File: config.mk
export PLATFORM = sky130hd
export DESIGN_NAME = ddr_readout_engine_flat
export DESIGN_NICKNAME = d
export VERILOG_FILES = /design/src/rtl/ddr_readout_pkg.sv /design/src/rtl/ddr_readout_engine_if.sv /design/src/rtl/ddr_cmd_issuer.sv /design/src/rtl/ddr_readout_engine.sv /design/src/flat_wrapper.sv
export SDC_FILE = /design/constraint.sdc
export NUM_CORES = 1
export LEC_CHECK = 0
export CAP_MARGIN = 20
export CORE_UTILIZATION = 50
export DETAILED_ROUTE_END_ITERATION = 8
export PLACE_DENSITY = 0.83
export SYNTH_ARGS = -nofsm -noshare
export SYNTH_HDL_FRONTEND = slang
export SYNTH_HIERARCHICAL = 1
export SYNTH_SLANG_ARGS = --single-unit
File: constraint.sdc
create_clock -name clk -period 6.3 [get_ports clk]
set_input_delay 1.26 -clock clk [delete_from_list [all_inputs] [get_ports clk]]
set_output_delay 1.26 -clock clk [all_outputs]
set_load 0.005 [all_outputs]
File: src/rtl/ddr_readout_pkg.sv
// Shared types for the DDR2 range-readout/fill engine: mode encoding, FSM states
// and the per-mode entry state.
package ddr_readout_pkg;

  typedef enum logic [1:0] {
    MODE_READ       = 2'd0,
    MODE_FILL       = 2'd1,
    MODE_READ_CLEAR = 2'd2,
    MODE_NOP        = 2'd3
  } mode_t;

  typedef enum logic [3:0] {
    IDLE,
    RD_REQ,
    RD_WAIT,
    TX_SEND,
    TX_WAIT,
    WR_REQ,
    WR_WAIT,
    NEXT,
    DONE
  } state_t;

  function automatic state_t first_state(input mode_t m);
    return (m == MODE_READ || m == MODE_READ_CLEAR) ? RD_REQ : WR_REQ;
  endfunction

endpackage

File: src/rtl/ddr_readout_engine_if.sv
// Memory-controller user port plus UART TX handshake seen by the readout engine.
interface ddr_readout_engine_if #(
  parameter int unsigned ADDR_W = 30,
  parameter int unsigned DATA_W = 32
);
  logic              tx_ready;
  logic [DATA_W-1:0] tx_data;
  logic              tx_valid;
  logic              mem_ready;
  logic [DATA_W-1:0] mem_rdata;
  logic              mem_rvalid;
  logic [ADDR_W-1:0] mem_addr;
  logic [DATA_W-1:0] mem_wdata;
  logic              mem_rw;
  logic              mem_op;

  modport master (
    input  tx_ready, mem_ready, mem_rdata, mem_rvalid,
    output tx_data, tx_valid, mem_addr, mem_wdata, mem_rw, mem_op
  );

  modport slave (
    output tx_ready, mem_ready, mem_rdata, mem_rvalid,
    input  tx_data, tx_valid, mem_addr, mem_wdata, mem_rw, mem_op
  );
endinterface

File: src/rtl/ddr_cmd_issuer.sv
// Waits for mem_ready, then holds one memory command for CMD_CYCLES cycles with
// address/direction/data frozen. fin marks the last held cycle.
module ddr_cmd_issuer #(
  parameter int unsigned ADDR_W     = 30,
  parameter int unsigned DATA_W     = 32,
  parameter int unsigned CMD_CYCLES = 2
) (
  input  logic              clk,
  input  logic              reset,
  input  logic              go,
  input  logic              rw,
  input  logic [ADDR_W-1:0] addr,
  input  logic [DATA_W-1:0] wdata,
  input  logic              mem_ready,
  output logic              fin,
  output logic [ADDR_W-1:0] mem_addr,
  output logic [DATA_W-1:0] mem_wdata,
  output logic              mem_rw,
  output logic              mem_op
);

  localparam logic [3:0] LAST_CNT = 4'(CMD_CYCLES - 1);

  logic       active;
  logic [3:0] cnt;

  assign fin = active && (cnt == LAST_CNT);

  always_ff @(posedge clk or posedge reset) begin
    if (reset) begin
      active    <= 1'b0;
      cnt       <= '0;
      mem_op    <= 1'b0;
      mem_addr  <= '0;
      mem_wdata <= '0;
      mem_rw    <= 1'b1;
    end else if (active) begin
      if (cnt == LAST_CNT) begin
        active <= 1'b0;
        mem_op <= 1'b0;
        cnt    <= '0;
      end else begin
        cnt <= cnt + 4'd1;
      end
    end else if (go && mem_ready) begin
      active    <= 1'b1;
      mem_op    <= 1'b1;
      cnt       <= '0;
      mem_addr  <= addr;
      mem_wdata <= wdata;
      mem_rw    <= rw;
    end
  end

endmodule

File: src/rtl/ddr_readout_engine.sv
// DDR2 range engine: streams a word range to the UART, fills it with a pattern,
// or reads-then-clears each word; abortable at word boundaries.
module ddr_readout_engine
  import ddr_readout_pkg::*;
#(
  parameter int unsigned ADDR_W       = 30,
  parameter int unsigned DATA_W       = 32,
  parameter int unsigned ADDR_STEP    = 4,
  parameter int unsigned CMD_CYCLES   = 2,
  parameter int unsigned MEM_MAX_ADDR = 16777212
) (
  input  logic              clk,
  input  logic              reset,
  input  logic              start,
  input  logic [1:0]        mode,
  input  logic [ADDR_W-1:0] addr_start,
  input  logic [ADDR_W-1:0] addr_end,
  input  logic [DATA_W-1:0] fill_pattern,
  input  logic              abort,
  output logic              busy,
  output logic              done,
  output logic              aborted,
  output logic [ADDR_W-1:0] word_count,
  ddr_readout_engine_if.master bus
);

  localparam int unsigned       CW         = ADDR_W + 1;
  localparam logic [ADDR_W-1:0] ALIGN_MASK = ~ADDR_W'(ADDR_STEP - 1);
  localparam logic [ADDR_W-1:0] MAX_ADDR   = ADDR_W'(MEM_MAX_ADDR);
  localparam logic [CW-1:0]     STEP       = CW'(ADDR_STEP);

  state_t state, state_nx;
  mode_t  mode_q;

  // One extra bit so stepping past the top of the address space cannot wrap.
  logic [CW-1:0]     cur, last;
  logic [DATA_W-1:0] pattern_q, tx_data_q;
  logic              skip, tx_valid_q;
  logic [ADDR_W-1:0] start_cur, start_last;
  logic              issue_go, issue_rw, issue_fin;
  logic [ADDR_W-1:0] cmd_addr;
  logic [DATA_W-1:0] cmd_wdata;
  logic              cmd_rw, cmd_op;

  assign start_cur  = addr_start & ALIGN_MASK;
  assign start_last = ((addr_end > MAX_ADDR) ? MAX_ADDR : addr_end) & ALIGN_MASK;

  always_ff @(posedge clk or posedge reset) begin
    if (reset) state <= IDLE;
    else       state <= state_nx;
  end

  always_comb begin
    state_nx = state;
    unique case (state)
      IDLE:    if (start) state_nx = first_state(mode_t'(mode));
      RD_REQ:  if (skip) state_nx = DONE; else if (issue_fin) state_nx = RD_WAIT;
      RD_WAIT: if (bus.mem_rvalid) state_nx = TX_SEND;
      TX_SEND: if (bus.tx_ready) state_nx = TX_WAIT;
      TX_WAIT: if (!bus.tx_ready) state_nx = (mode_q == MODE_READ_CLEAR) ? WR_REQ : NEXT;
      WR_REQ:  if (skip) state_nx = DONE; else if (issue_fin) state_nx = WR_WAIT;
      WR_WAIT: if (bus.mem_ready) state_nx = NEXT;
      NEXT:    state_nx = (cur == last || abort) ? DONE : first_state(mode_q);
      DONE:    state_nx = IDLE;
      default: state_nx = IDLE;
    endcase
  end

  always_comb begin
    busy     = (state != IDLE) && (state != DONE);
    done     = (state == DONE);
    issue_go = (state == RD_REQ || state == WR_REQ) && !skip;
    issue_rw = (state == RD_REQ);
  end

  // Empty ranges and the reserved mode enter a request state with skip set so
  // they report done with the same latency as a real run, without issuing.
  always_ff @(posedge clk or posedge reset) begin
    if (reset) begin
      cur        <= '0;
      last       <= '0;
      mode_q     <= MODE_READ;
      pattern_q  <= '0;
      skip       <= 1'b0;
      word_count <= '0;
      aborted    <= 1'b0;
      tx_data_q  <= '0;
      tx_valid_q <= 1'b0;
    end else begin
      tx_valid_q <= (state == TX_SEND) && bus.tx_ready;
      if (state == IDLE && start) begin
        cur        <= {1'b0, start_cur};
        last       <= {1'b0, start_last};
        mode_q     <= mode_t'(mode);
        pattern_q  <= fill_pattern;
        skip       <= (start_cur > start_last) || (mode_t'(mode) == MODE_NOP);
        word_count <= '0;
        aborted    <= 1'b0;
      end
      if (state == RD_WAIT && bus.mem_rvalid) tx_data_q <= bus.mem_rdata;
      if (state == NEXT) begin
        word_count <= word_count + ADDR_W'(1);
        if (abort)            aborted <= 1'b1;
        else if (cur != last) cur     <= cur + STEP;
      end
    end
  end

  ddr_cmd_issuer #(
    .ADDR_W     (ADDR_W),
    .DATA_W     (DATA_W),
    .CMD_CYCLES (CMD_CYCLES)
  ) u_issuer (
    .clk       (clk),
    .reset     (reset),
    .go        (issue_go),
    .rw        (issue_rw),
    .addr      (cur[ADDR_W-1:0]),
    .wdata     (pattern_q),
    .mem_ready (bus.mem_ready),
    .fin       (issue_fin),
    .mem_addr  (cmd_addr),
    .mem_wdata (cmd_wdata),
    .mem_rw    (cmd_rw),
    .mem_op    (cmd_op)
  );

  assign bus.mem_addr  = cmd_addr;
  assign bus.mem_wdata = cmd_wdata;
  assign bus.mem_rw    = cmd_rw;
  assign bus.mem_op    = cmd_op;
  assign bus.tx_data   = tx_data_q;
  assign bus.tx_valid  = tx_valid_q;

endmodule

File: src/flat_wrapper.sv
// flat-port wrapper written by rule: the top's interface ports become plain ports
module ddr_readout_engine_flat import ddr_readout_pkg::*;
#(
  parameter int unsigned ADDR_W       = 30,
  parameter int unsigned DATA_W       = 32,
  parameter int unsigned ADDR_STEP    = 4,
  parameter int unsigned CMD_CYCLES   = 2,
  parameter int unsigned MEM_MAX_ADDR = 16777212
)
  (clk, reset, start, mode, addr_start, addr_end, fill_pattern, abort, busy, done, aborted, word_count, bus_tx_ready, bus_mem_ready, bus_mem_rdata, bus_mem_rvalid, bus_tx_data, bus_tx_valid, bus_mem_addr, bus_mem_wdata, bus_mem_rw, bus_mem_op);
  ddr_readout_engine_if #(.ADDR_W(ADDR_W), .DATA_W(DATA_W)) bus_i ();
  input  logic clk;
  input  logic reset;
  input  logic start;
  input  logic [1:0] mode;
  input  logic [ADDR_W-1:0] addr_start;
  input  logic [ADDR_W-1:0] addr_end;
  input  logic [DATA_W-1:0] fill_pattern;
  input  logic abort;
  output logic busy;
  output logic done;
  output logic aborted;
  output logic [ADDR_W-1:0] word_count;
  input wire logic [$bits(bus_i.tx_ready)-1:0] bus_tx_ready;
  input wire logic [$bits(bus_i.mem_ready)-1:0] bus_mem_ready;
  input wire logic [$bits(bus_i.mem_rdata)-1:0] bus_mem_rdata;
  input wire logic [$bits(bus_i.mem_rvalid)-1:0] bus_mem_rvalid;
  output wire logic [$bits(bus_i.tx_data)-1:0] bus_tx_data;
  output wire logic [$bits(bus_i.tx_valid)-1:0] bus_tx_valid;
  output wire logic [$bits(bus_i.mem_addr)-1:0] bus_mem_addr;
  output wire logic [$bits(bus_i.mem_wdata)-1:0] bus_mem_wdata;
  output wire logic [$bits(bus_i.mem_rw)-1:0] bus_mem_rw;
  output wire logic [$bits(bus_i.mem_op)-1:0] bus_mem_op;
  assign bus_i.tx_ready = bus_tx_ready;
  assign bus_i.mem_ready = bus_mem_ready;
  assign bus_i.mem_rdata = bus_mem_rdata;
  assign bus_i.mem_rvalid = bus_mem_rvalid;
  assign bus_tx_data = bus_i.tx_data;
  assign bus_tx_valid = bus_i.tx_valid;
  assign bus_mem_addr = bus_i.mem_addr;
  assign bus_mem_wdata = bus_i.mem_wdata;
  assign bus_mem_rw = bus_i.mem_rw;
  assign bus_mem_op = bus_i.mem_op;
  ddr_readout_engine #(.ADDR_W(ADDR_W), .DATA_W(DATA_W), .ADDR_STEP(ADDR_STEP), .CMD_CYCLES(CMD_CYCLES), .MEM_MAX_ADDR(MEM_MAX_ADDR)) u_core (.clk(clk), .reset(reset), .start(start), .mode(mode), .addr_start(addr_start), .addr_end(addr_end), .fill_pattern(fill_pattern), .abort(abort), .busy(busy), .done(done), .aborted(aborted), .word_count(word_count), .bus(bus_i));
endmodule
run_1/pinout.png
Pins as bars across the die edge, other pins in gray.
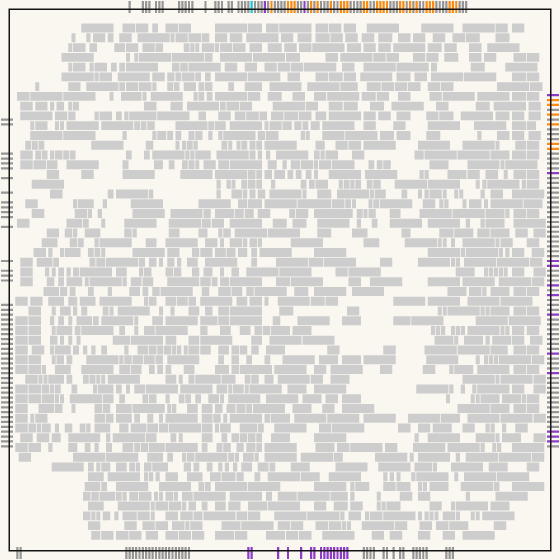
`bus_mem_rdata` -> orange  # pins 32, direction input, edge 26 top, 6 right
`clk` -> cyan  # pins 1, direction input, edge top
`bus_mem_addr` -> purple  # pins 30, direction output, edge 16 bottom, 12 right, 2 top

run_1/clock_wires.png
Scale bar: 50 µm.
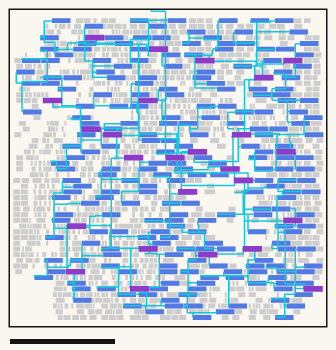
clock-net drivers -> purple  # count 25
clock wires -> cyan  # length 2750 µm
flip-flops -> blue  # count 231
routed clock nets = 26

==> run summary, run 1 <==
Status - complete, no violations
Avg Inst Size Synth - 10.9 µm²
Worst-case clock skew - 0.00469 ns
Root Driver - clkbuf_16
Worst reg-to-reg setup slack - 3.47 ns
Synth Flop Type - dfrtp_1
Clock insertion delay at the later pin of the skew report - 0.52 ns
Layout Utilization - 68.7%
Hold endpoint - u_core/pattern_q[26]
RSZ-0062 raised after global routing - no
Die Y-Extent - 151 µm
VDD IR max - 0.231 mV
Routed vias - 8751
Fillcell total - 1603
Logic power comb - 2.39 mW
R2R Path Start - u_core/state[1]
Hold depth - 2
Critical Path Most Common Cell - nor2_1
Setup crit start kind - input pin
Class of the worst hold path - reg2reg
Sequential power - 2.73 mW
Drt via density - 5.62
CTS Sinks - 231
CTS Hold Bufs - 0
Reg area - 0.00578 mm²
Die W - 151 µm
Top Ports - 263
Worst reg2reg endpoint - u_core/u_issuer/mem_wdata[6]
Total GRT Usage - 24.4%
TritonCTS buffer count - 25
Row count - 53
Max cap viols - 0
Wire length per cell - 18.2 µm
Setup TNS - 0 ns
Worst slack, placed - 1.91 ns
Netlist cell types - 62
Clock Power - 1.46 mW
Post-CTS Setup Inserts - 0
Pleak - 6.68 nW
Comb power frac - 36.4%
Critical-path top delay cell - clkdlybuf4s50_1
Count of tool warnings - 29
Maximum root-to-sink buffer count - 3
Share of cells above drive strength 1 - 13.1%
Cell family contributing the most delay on the critical path - simple AND/OR/NAND/NOR gates
Synthesis Warnings - 6
Reg power frac - 41.5%
Placed Area - 0.0138 mm²
Starting DRT DRC Count - 536
Antenna Cells - 0
Pre-antenna DRT Iters - 5
Ys async rst share - 100%
Number of flops mapped to enable cells by yosys - 0
Port Buffer Count - 260
Non-Filler Cell Area, Final - 0.0147 mm²
Max transition margin - 39.8%
Core area - 0.0214 mm²
RePlAce Congestion - 0.877
Worst slew pin tran - 0.903 ns
Worst-path cell chain - clkdlybuf4s50_1 > nand4_1 > nor4_1 > a21o_1 > nor2_1 > ha_1 > nand2_1 > nor2_1 > nor4b_1 > o41ai_1 > a211oi_1
Most instantiated logic cell after routing - clkdlybuf4s50_1
Post-CTS sizing - 0
Hpwl dp - 20200 µm
HP Start - u_core/pattern_q[26]
Maximum fanout along the worst path - 16
First-pass GRT wire length - 44000 µm
Largest net degree at the start of global routing - 71
Worst endpoint required time - 6.72 ns
Final setup fails - 0
Initial Util - 51.7%
Initial antenna violation count - 0
Synth Seq Share - 52.4%
Ys flops - 231
Yosys cell count - 1012
Fmax - 0.258 GHz
CP max stage delay - 0.49 ns
Clock transition at the registers of the reported paths - 0.06 ns
CP Capture Type - register
Int Pwr - 4.45 mW
Antenna-violating nets left - 0
Comb gate area - 0.00497 mm²
Hold Violations, Final - 0
Final #Nets - 1429
Yosys stat chip area - 0.0110 mm²
Buf/Inv on CP - 1
P_sw - 2.13 mW
Setup ws final - 2.42 ns
R2r worst-path depth - 6
Netlist Area Pre-Place - 0.0110 mm²
CTS tree - yes
Die ar. - 0.0227 mm²
Layout area overhead - 32.9%
Gate count after technology mapping - 1012
H-tree lvl count - 1
Pwr/cell area - 449 mW/mm²
Class of the most critical setup path - in2reg
Commonest non-fill, non-tap cells in the layout - clkdlybuf4s50_1 (260), dfrtp_1 (230), nand2_1 (174), nor2_1 (63), o21ai_0 (56)
Sw frac - 32.4%
Remaining Overflow, GRT - 0
Top power group - registers
Min cycle time layout - 3.88 ns
Slew Viols, Final - 0
Vias in the first global route - 8439
run_1/m3.png
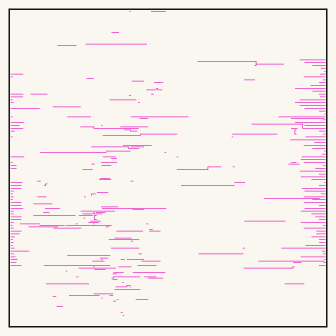
nets with wire on the layer = 198
longest straight run = 31.3 µm
share of all routed wire = 6.5%
wire length on this layer = 1830 µm

run_1/util_map.png
The die is cut into 15 by 15 equal tiles; white is low, dark blue is high, 0 to 100% covered.
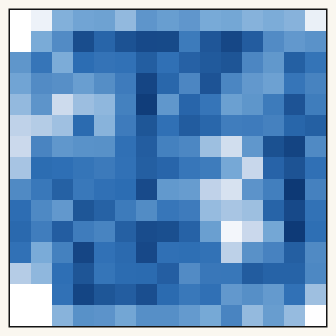
emptiest ninth of the die = top left
tiles over 75% full = 29%
fullest tile = 97%
mean over tiles = 63%
nearly empty tiles = 3.1%

-- run 1: how the worst max path moves through the flow --
| stage | startpoint | to | slack [ns] | depth (start not counted) |
|---|---|---|---|---|
| after floorplan | reset | u_core/aborted | 0.66 | 1 |
| after global placement | addr_end[7] | u_core/skip | 1.95 | 12 |
| after detailed placement | addr_end[9] | u_core/skip | 1.91 | 12 |
| after CTS | addr_end[9] | u_core/skip | 2.42 | 12 |
| after global routing | addr_end[8] | u_core/skip | 2.21 | 12 |
| final | addr_end[9] | u_core/skip | 2.42 | 11 |
-- run 1: logic make-up after synthesis --
| kind of cell | after synthesis | synth area share, % |
|---|---|---|
| AND/OR/NAND/NOR | 391 | 16.8 |
| buffers and inverters | 64 | 2.99 |
| flip-flops | 231 | 52.4 |
| multiplexers | 115 | 13.2 |
| XOR/XNOR | 30 | 2.38 |
| adder cells (fa/ha/maj) | 32 | 3.63 |
| AND-OR/OR-AND | 148 | 8.62 |
| other | 1 | 0.0340 |
-- run 1: per-stage QoR --
step / instances / hold slack, ns / power, mW
6_report: 1558 / 0.473 / 6.58
5_1_grt: 1558 / 0.491 / 6.96
4_1_cts: 1558 / 0.477 / 6.62
3_5_place_dp: 1512 / 0.462 / 5.13
3_3_place_gp: 1512 / 0.455 / 5.01
2_1_floorplan: 1017 / 0.442 / 3.92
-- run 1: cell type report --
class,count,area share [%]
Clock buffer,39,5.24
Multi-Input combinational cell,722,33.9
Inverter,14,0.392
Sequential cell,231,39.4
Tap cell,275,2.35
Clock inverter,7,0.461
Timing Repair Buffer,270,18.3
-- run 1: cells in the mapped netlist (3+ instances only) --
cell type	instances	area [µm²]
a211oi_1	9	67.6
buf_4	5	37.5
o211ai_1	3	22.5
nor4_1	9	56.3
clkbuf_1	23	86.3
o21a_1	3	22.5
a31o_1	3	26.3
a311oi_1	18	158
o21ai_0	56	280
and4_1	6	52.6
nor2b_1	6	37.5
xor2_1	29	254
nor3_1	31	155
o311a_1	3	30.0
and2_1	16	100
nand3_1	30	150
ha_1	32	400
buf_1	5	18.8
inv_1	13	48.8
a21oi_1	22	110
dfrtp_1	230	5760
a21o_1	5	37.5
nand4_1	26	163
buf_2	9	45.0
o22ai_1	8	50.1
mux2_4	48	721
and3_1	13	81.3
nor2_1	64	240
buf_6	8	90.1
mux2i_1	19	190
nand2_1	174	653
mux2_2	48	541
a31oi_1	6	37.5
-- run 1: flip-flops by register name, summed over array words and instances (netlist names) --
| name | cells |
|---|---|
| u_core/u_issuer/mem_op | 1 |
| u_core/cur | 31 |
| u_core/skip | 1 |
| u_core/word_count | 30 |
| u_core/pattern_q | 32 |
| u_core/bus.tx_data | 32 |
| u_core/last | 28 |
| u_core/u_issuer/active | 1 |
| u_core/mode_q | 2 |
| u_core/aborted | 1 |
| u_core/u_issuer/mem_rw | 1 |
| u_core/bus.tx_valid | 1 |
| u_core/u_issuer/mem_addr | 30 |
| u_core/state | 4 |
| u_core/u_issuer/cnt | 4 |
| u_core/u_issuer/mem_wdata | 32 |
-- run 1: metal layers --
metal  track usage (%)  share of wire [%]  up-vias
met5                 0                  0        -
met4              6.72                2.0        0
met3              2.85                6.4       52
met2              39.8                 48      361
met1              34.2                 44     4239
li1                  -                  -     4099
run_1/placed.png
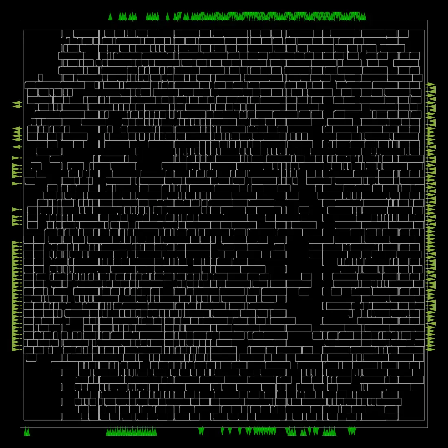

==> run 2, diff against run 1 <==
==> constraint.sdc (replaced) <==
create_clock -name clk -period 3.95 [get_ports clk]
set_input_delay 0.79 -clock clk [delete_from_list [all_inputs] [get_ports clk]]
set_output_delay 0.79 -clock clk [all_outputs]
set_load 0.005 [all_outputs]
run_2/placed.png
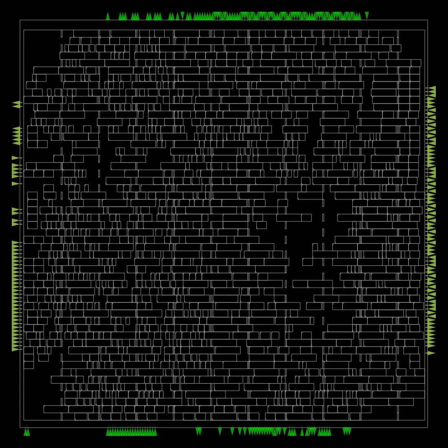
core area: 0.0214 mm²
sequential share of cell area: 39.1%

==> run 2 against run 1 <==
Effect of this change: register-to-register slack got worse by 2.3 ns; sequential power rose by about 60%; sequential share of layout area fell by 0.27 points; die area did not move; count of clock-buffer cells in the layout fell by 9; clock skew rose by 0.022 ns; hold slack improved by 0.00084 ns; critical path depth rose by 2; utilization rose by 0.48 points; critical path type unchanged.
==> run summary, run 2 <==
First-pass GRT wire length - 45200 µm (+2.8%)
RSZ-0062 raised after global routing - no
Most area-hungry cell type in the Yosys netlist - dfrtp_1
Synth Flop Type - dfrtp_1
Post-synth top cells - dfrtp_1 (230), nand2_1 (174), nor2_1 (64)
Number of flops mapped to enable cells by yosys - 0 (unchanged)
Gate count after technology mapping - 1012 (unchanged)
Synth top area share - 52.2% (unchanged)
Pleak - 6.73 nW (+0.74%)
Max transition margin - 35.2% (-4.6 points)
Critical Path Start - addr_end[7]
Maximum fanout along the worst path - 13 (-3)
Final #Nets - 1438 (+0.63%)
Clock transition at the registers of the reported paths - 0.06 ns (about the same)
Synth Seq Share - 52.4% (unchanged)
Hpwl dp - 20800 µm (+2.8%)
Largest net degree at the start of global routing - 60 (-15%)
DRC - 0
Fmax - 0.307 GHz
Ys async rst share - 100% (unchanged)
Worst slew pin tran - 0.970 ns (+0.0667 ns)
Routed vias - 8739 (-0.14%)
Cells after DPL - 1521 (+0.60%)
Min cycle time layout - 3.26 ns
Die ar. - 0.0227 mm² (unchanged)
Drt total wl - 28900 µm
Post-CTS sizing - 0 (unchanged)
Synth area leaders - dfrtp_1 (52%), mux2_4 (6.5%), nand2_1 (5.9%), mux2_2 (4.9%), ha_1 (3.6%)
Top Ports - 263 (unchanged)
CTS Hold Bufs - 0 (unchanged)
Critical Path Most Common Cell - a21o_1
Max cap viols - 0 (unchanged)
Die Y-Extent - 151 µm (unchanged)
Layout area overhead - 33.8%
H-tree lvl count - 1 (unchanged)
VDD IR max - 0.296 mV (+28%)
R2R Path Start - u_core/cur[5]
Antenna-violating nets left - 0 (unchanged)
Starting DRT DRC Count - 624 (+16%)
Wire length per cell - 18.5 µm (+1.9%)
Netlist Area Pre-Place - 0.0110 mm² (unchanged)
Clock insertion delay at the later pin of the skew report - 0.52 ns (about the same)
Drt via density - 5.59 (-0.39%)
Setup TNS - 0 ns (unchanged)
Die W - 151 µm (unchanged)
CP max stage delay - 0.49 ns (about the same)
CP Capture Type - register
Commonest non-fill, non-tap cells in the layout - clkdlybuf4s50_1 (260), dfrtp_1 (230), nand2_1 (174), nor2_1 (63), o21ai_0 (56)
Total GRT Usage - 25.5% (+1.1 points)
Post-CTS Setup Inserts - 0 (unchanged)
Row count - 53 (unchanged)
Worst-path cell chain - clkdlybuf4s50_1 > nand4_1 > nor4_1 > a21o_1 > nor2_1 > ha_1 > a21o_1 > a21o_1 > a21oi_1 > nor2_1 > o41ai_1 > buf_4 > a211oi_1
Avg Inst Size Synth - 10.9 µm² (unchanged)
RePlAce Congestion - 0.885 (+0.93%)
Hold Violations, Final - 0 (unchanged)
Class of the worst hold path - reg2reg
Setup crit start kind - input pin
Total chip power - 10.6 mW (+62%)
CTS tree - yes
Yosys top cell by instances - dfrtp_1
Vias in the first global route - 8643 (+2.4%)
Yosys cell count - 1012 (unchanged)
Most instantiated logic cell after routing - clkdlybuf4s50_1
Final period util - 82.6%
Worst endpoint required time - 4.33 ns (-2.39 ns)
Antenna Cells - 0 (unchanged)
Critical-path top delay cell - clkdlybuf4s50_1
Worst-case clock skew - 0.0265 ns (+0.0218 ns)
Slew Viols, Final - 0 (unchanged)
Share of cells above drive strength 1 - 13.4% (+0.35 points)
Non-Filler Cell Area, Final - 0.0148 mm² (+0.70%)
HP Start - u_core/pattern_q[2]
Yosys stat chip area - 0.0110 mm² (unchanged)
Pre-antenna DRT Iters - 5 (unchanged)
Root Driver - clkbuf_16
Fillcell total - 1620 (+1.1%)
Comb gate area - 0.00497 mm² (unchanged)
Reg area - 0.00578 mm² (unchanged)
Remaining Overflow, GRT - 0 (unchanged)
TritonCTS buffer count - 25 (unchanged)
Status - complete, no violations
Maximum root-to-sink buffer count - 3 (unchanged)
Final setup fails - 0 (unchanged)
Pwr/cell area - 720 mW/mm² (+60%)
Count of tool warnings - 29 (unchanged)
CTS Sinks - 231 (unchanged)
Layout Utilization - 69.2% (+0.48 points)
Port Buffer Count - 260 (unchanged)
Layout Cells excl Fill - 1562 (+0.26%)
Placed Area - 0.0139 mm² (+0.75%)
Ys flops - 231 (unchanged)
Netlist cell types - 62 (unchanged)
WP data arrival - 3.64 ns
Initial antenna violation count - 0 (unchanged)
Class of the most critical setup path - in2reg
Synthesis Warnings - 6 (unchanged)
Initial Util - 51.7% (unchanged)
run_2/clock_wires.png
Scale bar: 50 µm.
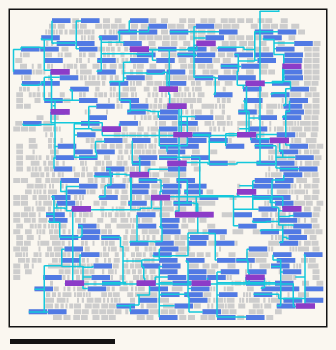
flip-flops -> blue  # count 231
clock wires -> cyan  # length 2820 µm
clock-net drivers -> purple  # count 25
routed clock nets = 26

-- run 2: cell count changes in the layout (fill, tap and decap cells not counted), sizes merged --
| cell | previous run | this run |
|---|---|---|
| clkinvlp | 0 | 1 |
| bufinv | 1 | 5 |
| buf | 10 | 19 |
| clkbuf | 39 | 30 |
| inv | 15 | 13 |
| clkinv | 5 | 6 |
-- run 2: power breakdown --
part	switching [mW]	internal (mW)	total, mW
clock	0.919	1.49	2.41
combinational	1.55	2.31	3.86
sequential	0.955	3.41	4.36
-- run 2: through the flow --
stage | setup slack (ns) | hold WS [ns]
2_1_floorplan | 1.01 | 0.442
3_3_place_gp | 0.221 | 0.455
3_5_place_dp | 0.202 | 0.463
4_1_cts | 0.732 | 0.479
5_1_grt | 0.435 | 0.498
6_report | 0.689 | 0.474
-- run 2: kinds of logic (layout without fill, tap and decap cells) --
logic type	Yosys count	count (layout)	synth area share, %
XOR/XNOR	30	30	2.38
buffers and inverters	64	334	2.99
other	1	6	0.0340
AND-OR/OR-AND	148	148	8.62
multiplexers	115	115	13.2
AND/OR/NAND/NOR	391	391	16.8
flip-flops	231	231	52.4
adder cells (fa/ha/maj)	32	32	3.63
-- run 2: path summary, 6_finish.rpt --
check                      slack [ns]  cells past startpoint                       endpoint
min in group asynchronous        0.88                      2  u_core/u_issuer/mem_wdata[15]
hold reg to reg                  0.47                      2            u_core/pattern_q[2]
hold / removal                   0.47                      2            u_core/pattern_q[2]
setup / recovery                 0.69                     13                    u_core/skip
max in group asynchronous        2.18                      3          u_core/bus.tx_data[2]
setup reg to reg                 1.22                      7                 u_core/cur[16]
-- run 2: area by class of cell --
cell class,count,share of cell area (%)
repair buffers,279,18.8
flip-flops and latches,231,39.1
well taps,275,2.33
clock inverters,11,1.22
inverters,14,0.381
clock buffers,30,4.43
multi-input cells,722,33.6
-- run 2: worst max-delay path: cells and delay by family --
family	cells	cell delay, ns
buffers and inverters	2	0.67
AOI/OAI and AO/OA	6	1.25
and+or+nand+nor	4	0.61
adders and majority gates	1	0.32
-- run 2: routing by layer --
layer  wire [µm]  up-vias  part of all wire [%]  track usage (%)
li1            -     4102                     -                -
met2       13800      376                    48             41.6
met4         824        0                   2.9             8.59
met1       12300     4197                    43             34.8
met5           0        -                     0                0
met3        1990       64                   6.9             3.61
Power is estimated from default activity; no workload was simulated.
